**Supply network**

Scale bar: 50 um. Pins as bars on the die edge. Tap cells in grey.
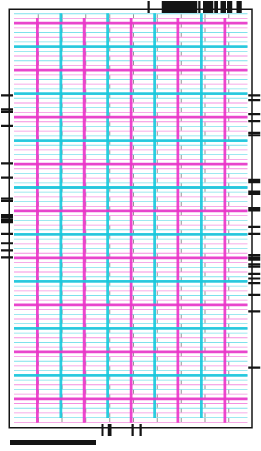
**Placed cells, one colour a class**

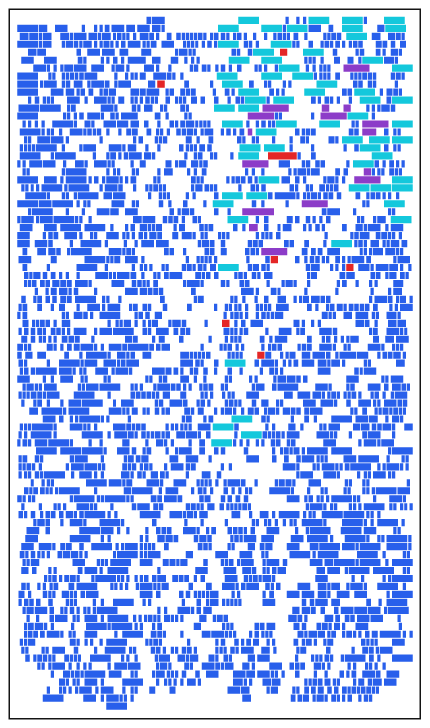
**Routed clock nets over the placement**

Scale bar: 50 um.
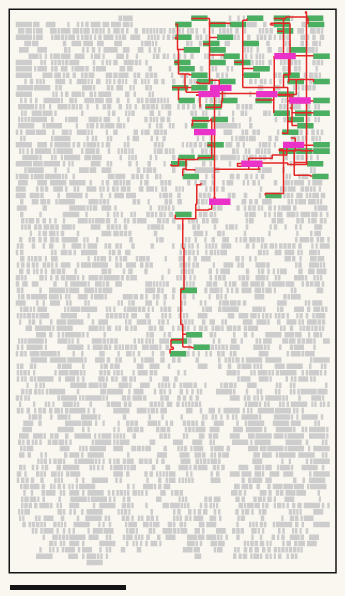
**Signal wires by layer**

Scale bar: 50 um. Only two layers are drawn.
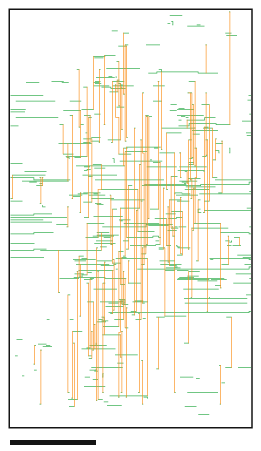
**Clock wiring as the flow saved it**

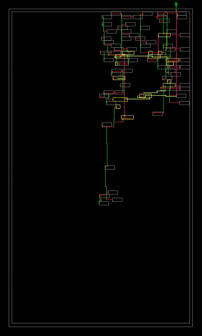
File: src/rtl/expr_eval_pipe.sv
// rtl/expr_eval_pipe.sv - multi-lane expression evaluator behind an elastic valid/ready pipeline
//
// Purpose: evaluates one op (shared by all lanes) over LANES independent W-bit
// operand pairs, in signed or unsigned mode, at the moment a transaction is
// accepted. Results and per-lane flags travel through DEPTH register stages
// that load whenever they are empty or their content moves on the same cycle.
//
// Ports:
//   clk, rst_n          clock, synchronous active-low reset
//   in_valid, in_ready  input handshake; in_ready may depend on out_ready
//   op, sgn             operation select and signed mode, captured per transaction
//   a, b                packed operands, lane 0 in the LSBs
//   out_valid, out_ready output handshake
//   y, div0, ovf        packed results and per-lane flags, stable while stalled
//   txn_cnt             count of output handshakes, wraps at 16 bits
module expr_eval_pipe #(
    parameter int W     = 6,
    parameter int LANES = 3,
    parameter int DEPTH = 2
) (
    input  logic               clk,
    input  logic               rst_n,
    input  logic               in_valid,
    output logic               in_ready,
    input  logic [3:0]         op,
    input  logic               sgn,
    input  logic [LANES*W-1:0] a,
    input  logic [LANES*W-1:0] b,
    output logic               out_valid,
    input  logic               out_ready,
    output logic [LANES*W-1:0] y,
    output logic [LANES-1:0]   div0,
    output logic [LANES-1:0]   ovf,
    output logic [15:0]        txn_cnt
);

    localparam int YW = LANES * W;

    // Returns {div0, ovf, y} for a single lane.
    function automatic logic [W+1:0] eval_lane(
        input logic [3:0]   f_op,
        input logic         f_sgn,
        input logic [W-1:0] fa,
        input logic [W-1:0] fb
    );
        logic [W-1:0]   r;
        logic           f_ovf;
        logic           f_div0;
        logic [W:0]     wide;
        logic [2*W-1:0] prod;
        logic [W-1:0]   mag_a;
        logic [W-1:0]   mag_b;
        logic [W-1:0]   mag_q;
        logic           big_shift;
        r         = '0;
        f_ovf     = 1'b0;
        f_div0    = 1'b0;
        wide      = '0;
        prod      = '0;
        mag_a     = '0;
        mag_b     = '0;
        mag_q     = '0;
        big_shift = (32'(fb) >= 32'(W));
        case (f_op)
            4'd0: begin
                wide  = {1'b0, fa} + {1'b0, fb};
                r     = wide[W-1:0];
                f_ovf = f_sgn ? ((fa[W-1] == fb[W-1]) && (r[W-1] != fa[W-1])) : wide[W];
            end
            4'd1: begin
                // The extra top bit of the widened difference is the unsigned borrow.
                wide  = {1'b0, fa} - {1'b0, fb};
                r     = wide[W-1:0];
                f_ovf = f_sgn ? ((fa[W-1] != fb[W-1]) && (r[W-1] != fa[W-1])) : wide[W];
            end
            4'd2: r = fa & fb;
            4'd3: r = fa ^ fb;
            4'd4: r = fa | fb;
            4'd5: r = big_shift ? '0 : (fa << fb);
            4'd6: begin
                if (big_shift)
                    r = (f_sgn && fa[W-1]) ? '1 : '0;
                else if (f_sgn)
                    r = $unsigned($signed(fa) >>> fb);
                else
                    r = fa >> fb;
            end
            4'd7: r = {{(W-1){1'b0}}, (f_sgn ? ($signed(fa) < $signed(fb)) : (fa < fb))};
            4'd8: r = {{(W-1){1'b0}}, (fa == fb)};
            4'd9: begin
                if (f_sgn)
                    prod = $unsigned($signed({{W{fa[W-1]}}, fa}) * $signed({{W{fb[W-1]}}, fb}));
                else
                    prod = {{W{1'b0}}, fa} * {{W{1'b0}}, fb};
                r     = prod[W-1:0];
                f_ovf = f_sgn ? (prod[2*W-1:W] != {W{r[W-1]}}) : (prod[2*W-1:W] != '0);
            end
            4'd10: begin
                if (fb == '0) begin
                    f_div0 = 1'b1;
                end else if (f_sgn && (fa == {1'b1, {(W-1){1'b0}}}) && (fb == '1)) begin
                    r     = fa;
                    f_ovf = 1'b1;
                end else begin
                    // Divide magnitudes, then restore the sign; this truncates toward zero.
                    mag_a = (f_sgn && fa[W-1]) ? -fa : fa;
                    mag_b = (f_sgn && fb[W-1]) ? -fb : fb;
                    mag_q = mag_a / mag_b;
                    r     = (f_sgn && (fa[W-1] ^ fb[W-1])) ? -mag_q : mag_q;
                end
            end
            4'd11: r = {{(W-1){1'b0}}, ^fa};
            4'd12: r = (fa != '0) ? fb : ~fb;
            default: r = '0;
        endcase
        return {f_div0, f_ovf, r};
    endfunction

    logic [YW-1:0]    res_y;
    logic [LANES-1:0] res_div0;
    logic [LANES-1:0] res_ovf;
    logic [W+1:0]     lane_r;

    always_comb begin
        res_y    = '0;
        res_div0 = '0;
        res_ovf  = '0;
        lane_r   = '0;
        for (int l = 0; l < LANES; l++) begin
            lane_r            = eval_lane(op, sgn, a[l*W +: W], b[l*W +: W]);
            res_y[l*W +: W]   = lane_r[W-1:0];
            res_ovf[l]        = lane_r[W];
            res_div0[l]       = lane_r[W+1];
        end
    end

    logic [DEPTH-1:0] vld_q, vld_d;
    logic [YW-1:0]    y_q    [DEPTH];
    logic [YW-1:0]    y_d    [DEPTH];
    logic [LANES-1:0] div0_q [DEPTH];
    logic [LANES-1:0] div0_d [DEPTH];
    logic [LANES-1:0] ovf_q  [DEPTH];
    logic [LANES-1:0] ovf_d  [DEPTH];
    logic [15:0]      txn_cnt_q, txn_cnt_d;

    logic [DEPTH-1:0] stage_rdy;
    logic [DEPTH-1:0] src_vld;
    logic [YW-1:0]    src_y    [DEPTH];
    logic [LANES-1:0] src_div0 [DEPTH];
    logic [LANES-1:0] src_ovf  [DEPTH];
    logic             full_tail;

    // A stage can load unless it and every stage after it are full while the
    // output is stalled; computed per stage without a rippling self-reference.
    always_comb begin
        stage_rdy = '0;
        full_tail = 1'b0;
        for (int i = 0; i < DEPTH; i++) begin
            full_tail = 1'b1;
            for (int j = i; j < DEPTH; j++) begin
                full_tail = full_tail & vld_q[j];
            end
            stage_rdy[i] = !full_tail || out_ready;
        end
    end

    always_comb begin
        src_vld     = '0;
        src_vld[0]  = in_valid;
        src_y[0]    = res_y;
        src_div0[0] = res_div0;
        src_ovf[0]  = res_ovf;
        for (int i = 1; i < DEPTH; i++) begin
            src_vld[i]  = vld_q[i-1];
            src_y[i]    = y_q[i-1];
            src_div0[i] = div0_q[i-1];
            src_ovf[i]  = ovf_q[i-1];
        end
    end

    always_comb begin
        vld_d = vld_q;
        for (int i = 0; i < DEPTH; i++) begin
            y_d[i]    = y_q[i];
            div0_d[i] = div0_q[i];
            ovf_d[i]  = ovf_q[i];
            if (stage_rdy[i]) begin
                vld_d[i] = src_vld[i];
                if (src_vld[i]) begin
                    y_d[i]    = src_y[i];
                    div0_d[i] = src_div0[i];
                    ovf_d[i]  = src_ovf[i];
                end
            end
        end
        txn_cnt_d = txn_cnt_q;
        if (vld_q[DEPTH-1] && out_ready)
            txn_cnt_d = txn_cnt_q + 16'd1;
    end

    always_ff @(posedge clk) begin
        if (!rst_n) begin
            vld_q     <= '0;
            txn_cnt_q <= '0;
            for (int i = 0; i < DEPTH; i++) begin
                y_q[i]    <= '0;
                div0_q[i] <= '0;
                ovf_q[i]  <= '0;
            end
        end else begin
            vld_q     <= vld_d;
            txn_cnt_q <= txn_cnt_d;
            for (int i = 0; i < DEPTH; i++) begin
                y_q[i]    <= y_d[i];
                div0_q[i] <= div0_d[i];
                ovf_q[i]  <= ovf_d[i];
            end
        end
    end

    assign in_ready  = stage_rdy[0];
    assign out_valid = vld_q[DEPTH-1];
    assign y         = y_q[DEPTH-1];
    assign div0      = div0_q[DEPTH-1];
    assign ovf       = ovf_q[DEPTH-1];
    assign txn_cnt   = txn_cnt_q;

endmodule
File: config.mk
export PLATFORM = sky130hd
export DESIGN_NAME = expr_eval_pipe
export DESIGN_NICKNAME = d
export VERILOG_FILES = /design/src/rtl/expr_eval_pipe.sv
export SDC_FILE = /design/constraint.sdc
export NUM_CORES = 1
export LEC_CHECK = 0
export ABC_AREA = 1
export CAP_MARGIN = 30
export CORE_ASPECT_RATIO = 1.75
export CORE_MARGIN = 2
export CORE_UTILIZATION = 55
export CTS_CLUSTER_DIAMETER = 60
export DETAILED_ROUTE_END_ITERATION = 8
export DONT_BUFFER_PORTS = 1
export PLACE_DENSITY = 0.68
export SYNTH_ARGS = -nofsm -noshare
export SYNTH_HDL_FRONTEND = slang
export SYNTH_SLANG_ARGS = --single-unit
File: constraint.sdc
create_clock -name clk -period 11.95 [get_ports clk]
set_input_delay 1.195 -clock clk [delete_from_list [all_inputs] [get_ports clk]]
set_output_delay 1.195 -clock clk [all_outputs]
set_load 0.01 [all_outputs]
==> impl_metrics.xml <==
<?xml version="1.0" encoding="UTF-8"?>
<metrics>
  <group name="power">
    <metric name="p_per_area" unit="mW/mm^2">113</metric>
    <metric name="leakagePower" unit="nW">9.70</metric>
    <metric name="vdd.ir_drop.worst" unit="mV">0.120</metric>
    <metric name="fin_total_pwr" unit="mW">2.05</metric>
  </group>
  <group name="cells_and_area">
    <metric name="final-clk-cell-share" unit="%">1.68</metric>
    <metric name="seqCellArea" unit="mm^2">0.00132</metric>
    <metric name="num-multi-input-gates" unit="">2148</metric>
    <metric name="layout.cells.largest_class" unit="">logic gates</metric>
    <metric name="combAreaFraction" unit="%">78.4</metric>
    <metric name="most_instantiated_logic_cell_after_routing" unit="">nand2_1</metric>
    <metric name="seqAreaFraction" unit="%">7.27</metric>
    <metric name="fill_cells" unit="">3313</metric>
    <metric name="antenna_fix_cells" unit="">0</metric>
    <metric name="layout.area.comb" unit="mm^2">0.0142</metric>
    <metric name="dominant_logic_cell_types_in_the_final_layout" unit="">nand2_1 (673), inv_1 (440), ha_1 (249)</metric>
    <metric name="num-nonclk-inverters" unit="">459</metric>
    <metric name="final_design_area_excluding_fillers" unit="mm^2">0.0182</metric>
    <metric name="fin_nets" unit="">3105</metric>
    <metric name="flops" unit="">66</metric>
    <metric name="share_of_final_layout_standard_cells_stronger_than_drive_strength_1" unit="%">3.56</metric>
    <metric name="layout-area-overhead-vs-synth" unit="%">2.50</metric>
    <metric name="nonClockBufferCount" unit="">7</metric>
    <metric name="nonClkBufAreaFrac" unit="%">0.399</metric>
  </group>
  <group name="drt">
    <metric name="wirelength_met1" unit="um">20700</metric>
    <metric name="drt_pre_antenna_iters" unit="">7</metric>
    <metric name="route.met3.wl" unit="um">3020</metric>
    <metric name="wl_met2" unit="um">31200</metric>
    <metric name="totalWireLength" unit="um">59600</metric>
    <metric name="vias" unit="">18300</metric>
    <metric name="drcViolationCount" unit="">0</metric>
    <metric name="drtIter0Drc" unit="">1260</metric>
    <metric name="detail_route.vias_per_cell" unit="">5.90</metric>
    <metric name="postRouteAntennaNets" unit="">0</metric>
    <metric name="top_layer_used" unit="">met4</metric>
    <metric name="avgRoutedWirePerCell" unit="um">19.3</metric>
  </group>
  <group name="grt">
    <metric name="use_met2" unit="%">64.9</metric>
    <metric name="gr-usage-met3" unit="%">4.00</metric>
    <metric name="first_global_vias" unit="">18300</metric>
    <metric name="first_pass_grt_wire_length" unit="um">93700</metric>
    <metric name="antenna_found_initial" unit="">0</metric>
    <metric name="global_route.usage.total" unit="%">34.5</metric>
    <metric name="grt.met1_usage" unit="%">35.1</metric>
    <metric name="maximum_number_of_pins_on_one_net_before_global_route_repair" unit="">67</metric>
    <metric name="grt_most_used_layer" unit="">met2</metric>
    <metric name="gr-total-overflow" unit="">0</metric>
  </group>
  <group name="worst_setup_path">
    <metric name="r2r-end" unit="">div0_q[0][1]</metric>
    <metric name="path_buffers" unit="">6</metric>
    <metric name="slowest_delay" unit="ns">0.75</metric>
    <metric name="class_of_the_most_critical_setup_path" unit="">input pin to flip-flop</metric>
    <metric name="crit_path_top_delay_cell" unit="">o21ai_0</metric>
    <metric name="worst_path_dominant_cell_family" unit="">simple AND/OR/NAND/NOR gates</metric>
    <metric name="reg2regPathDepth" unit="">8</metric>
    <metric name="cp.arrival" unit="ns">9.94</metric>
    <metric name="r2r-start" unit="">vld_q[1]</metric>
    <metric name="cp_max_fo" unit="">24</metric>
    <metric name="critPathLaunch" unit="">b[7]</metric>
    <metric name="worstSetupStartpointType" unit="">input pin</metric>
    <metric name="cp.depth" unit="">53</metric>
    <metric name="path_common_cell" unit="">nand2_1</metric>
    <metric name="worst_setup_path_end_kind" unit="">flip-flop</metric>
    <metric name="worst_setup_path_endpoint" unit="">y_q[0][7]</metric>
    <metric name="reg2reg_setup_slack" unit="ns">9.52</metric>
    <metric name="worstPathRequired" unit="ns">12.18</metric>
  </group>
  <group name="die">
    <metric name="design.die.area" unit="mm^2">0.0338</metric>
    <metric name="io-pin-count" unit="">87</metric>
    <metric name="core_region_area" unit="mm^2">0.0320</metric>
    <metric name="initCoreUtil" unit="%">55.4</metric>
    <metric name="die.size.y" unit="um">242</metric>
    <metric name="floorplan.tapcells" unit="">400</metric>
    <metric name="core.rowCount" unit="">87</metric>
    <metric name="dieWidth" unit="um">140</metric>
  </group>
  <group name="synth">
    <metric name="postSynthCellCount" unit="">2764</metric>
    <metric name="muxShareOfSynthArea" unit="%">0</metric>
    <metric name="netlist_logic_family_top" unit="">adder cells</metric>
    <metric name="part_of_the_yosys_area_used_for_sequential_elements" unit="%">7.45</metric>
    <metric name="simple_gate_area_share" unit="%">30.6</metric>
    <metric name="post_synth_most_frequent_cells" unit="">nand2_1 (673), inv_1 (440), ha_1 (249)</metric>
    <metric name="ys_dominant_reg_cell" unit="">dfxtp_1</metric>
    <metric name="ys_cells" unit="">2764</metric>
    <metric name="ys_async_sr_fraction" unit="%">0</metric>
    <metric name="net_count_synth" unit="">3178</metric>
    <metric name="synth-edff-count" unit="">0</metric>
    <metric name="synth.top_cells.by_area" unit="">ha_1 (18%), nand2_1 (14%), fa_1 (14%)</metric>
    <metric name="synth_top_cell_by_count" unit="">nand2_1</metric>
    <metric name="ao_oa_area_share" unit="%">14.4</metric>
    <metric name="syn-cell-area" unit="mm^2">0.0177</metric>
    <metric name="synth_area_per_cell" unit="um^2">6.42</metric>
    <metric name="adder_share" unit="%">31.1</metric>
    <metric name="synth-area-yosys" unit="mm^2">0.0177</metric>
    <metric name="yosysTopAreaCellShare" unit="%">17.6</metric>
    <metric name="yosys_warnings" unit="">0</metric>
    <metric name="post-synth-top-area-cell" unit="">ha_1</metric>
    <metric name="yosys.cell_types.count" unit="">66</metric>
    <metric name="flops_out_of_synthesis" unit="">66</metric>
    <metric name="xor_share" unit="%">4.23</metric>
  </group>
  <group name="sta">
    <metric name="maxClockFrequency" unit="MHz">103</metric>
    <metric name="final-setup-viol-count" unit="">0</metric>
    <metric name="finalWorstPathRequiredPeriod" unit="ns">9.71</metric>
    <metric name="grt_setup_unrepaired" unit="">no</metric>
    <metric name="hold_violations" unit="">0</metric>
    <metric name="final_min_period_over_clock_period" unit="%">81.3</metric>
    <metric name="hold-worst-slack" unit="ns">0.459</metric>
    <metric name="timing.setup.tns" unit="ns">0</metric>
    <metric name="tightestPinTransition" unit="ns">0.938</metric>
    <metric name="finalMaxSlewViolations" unit="">0</metric>
    <metric name="slew_headroom" unit="%">36.8</metric>
  </group>
  <group name="min_path">
    <metric name="hold_depth" unit="">2</metric>
    <metric name="hold_path.class" unit="">flip-flop to flip-flop</metric>
    <metric name="worst_hold_startpoint" unit="">y_q[0][17]</metric>
    <metric name="endpoint_of_the_worst_hold_timing_path" unit="">y_q[0][17]</metric>
  </group>
  <group name="cts">
    <metric name="post_cts_buffers" unit="">0</metric>
    <metric name="cts_hold_repair.buffers" unit="">0</metric>
    <metric name="cts_tree" unit="">yes</metric>
    <metric name="post_cts_resized" unit="">0</metric>
    <metric name="clk_buf_depth" unit="">2</metric>
    <metric name="worst_skew_pair.late_latency" unit="ns">0.33</metric>
    <metric name="cts.sink_count" unit="">66</metric>
    <metric name="clock_tree.root_cell" unit="">clkbuf_16</metric>
    <metric name="cts.clk_slew.worst_paths" unit="ns">0.06</metric>
    <metric name="cts_max_level" unit="">3</metric>
  </group>
  <group name="placement">
    <metric name="io_buffers" unit="">0</metric>
    <metric name="post-dp-hpwl" unit="um">48200</metric>
    <metric name="place_area" unit="mm^2">0.0179</metric>
    <metric name="weighted_congestion_reported_at_the_end_of_routability_driven_placement" unit="">1.01</metric>
  </group>
  <group name="job">
    <metric name="log.warning_count" unit="">87</metric>
    <metric name="max_cap_viol_count" unit="">0</metric>
  </group>
  <group name="run_status">
    <metric name="outcome" unit="">finished clean</metric>
  </group>
</metrics>
## Picture notes: 'supply network'
Key: cyan = VDD; magenta = VSS
The core has 87 rows. 87 signal pins sit on the boundary. 400 tap cells. 9 straps on met4. 17 straps on met5.

## Picture notes: 'placed cells, one colour a class'
Key: blue = remaining logic cells [cells 2,607, share of their area 90%]; purple = clock drivers and dummy loads [cells 16, share of their area 1.7%]; red = remaining buffers and delay cells [cells 7, share of their area 0.41%]; cyan = sequential cells [cells 66, share of their area 7.5%]

## Picture notes: 'routed clock nets over the placement'
Key: magenta = clock-net drivers [count 9]; red = clock wires [length 980 um]; green = flip-flops [count 66]
There are 10 routed clock nets.

## Picture notes: 'signal wires by layer'
Key: green = M3 [wire length 3,020 um]; orange = M4 [wire length 4,600 um]

## Picture notes: 'clock wiring as the flow saved it'
power dissipated in the clock network: 0.270 mW
Final Skew: 0.00868 ns
final-layout clock buffer total: 10
TritonCTS Buffers: 9

[state kept, by name, indices dropped and copies added (netlist names)]
register	count
div0_q	6
ovf_q	6
txn_cnt	16
vld_q	2
y_q	36
[power breakdown]
group / switching, mW / internal (mW) / total (mW)
clock network: 0.103 / 0.167 / 0.270
registers: 0.0118 / 0.231 / 0.243
logic: 0.952 / 0.586 / 1.54
total: 1.07 / 0.984 / 2.05
[per-stage QoR]
step / utilization, % / setup WS, ns / std cells
floorplan: - / 3.39 / 2764
global placement: 55.7 / 2.18 / 3078
detailed placement: 55.8 / 1.99 / 3079
CTS: 56.8 / 2.29 / 3095
global route: 56.8 / 1.45 / 3096
finish: 56.8 / 2.24 / 3096
Power figures rest on the tool's default switching activity, not on a simulated workload.
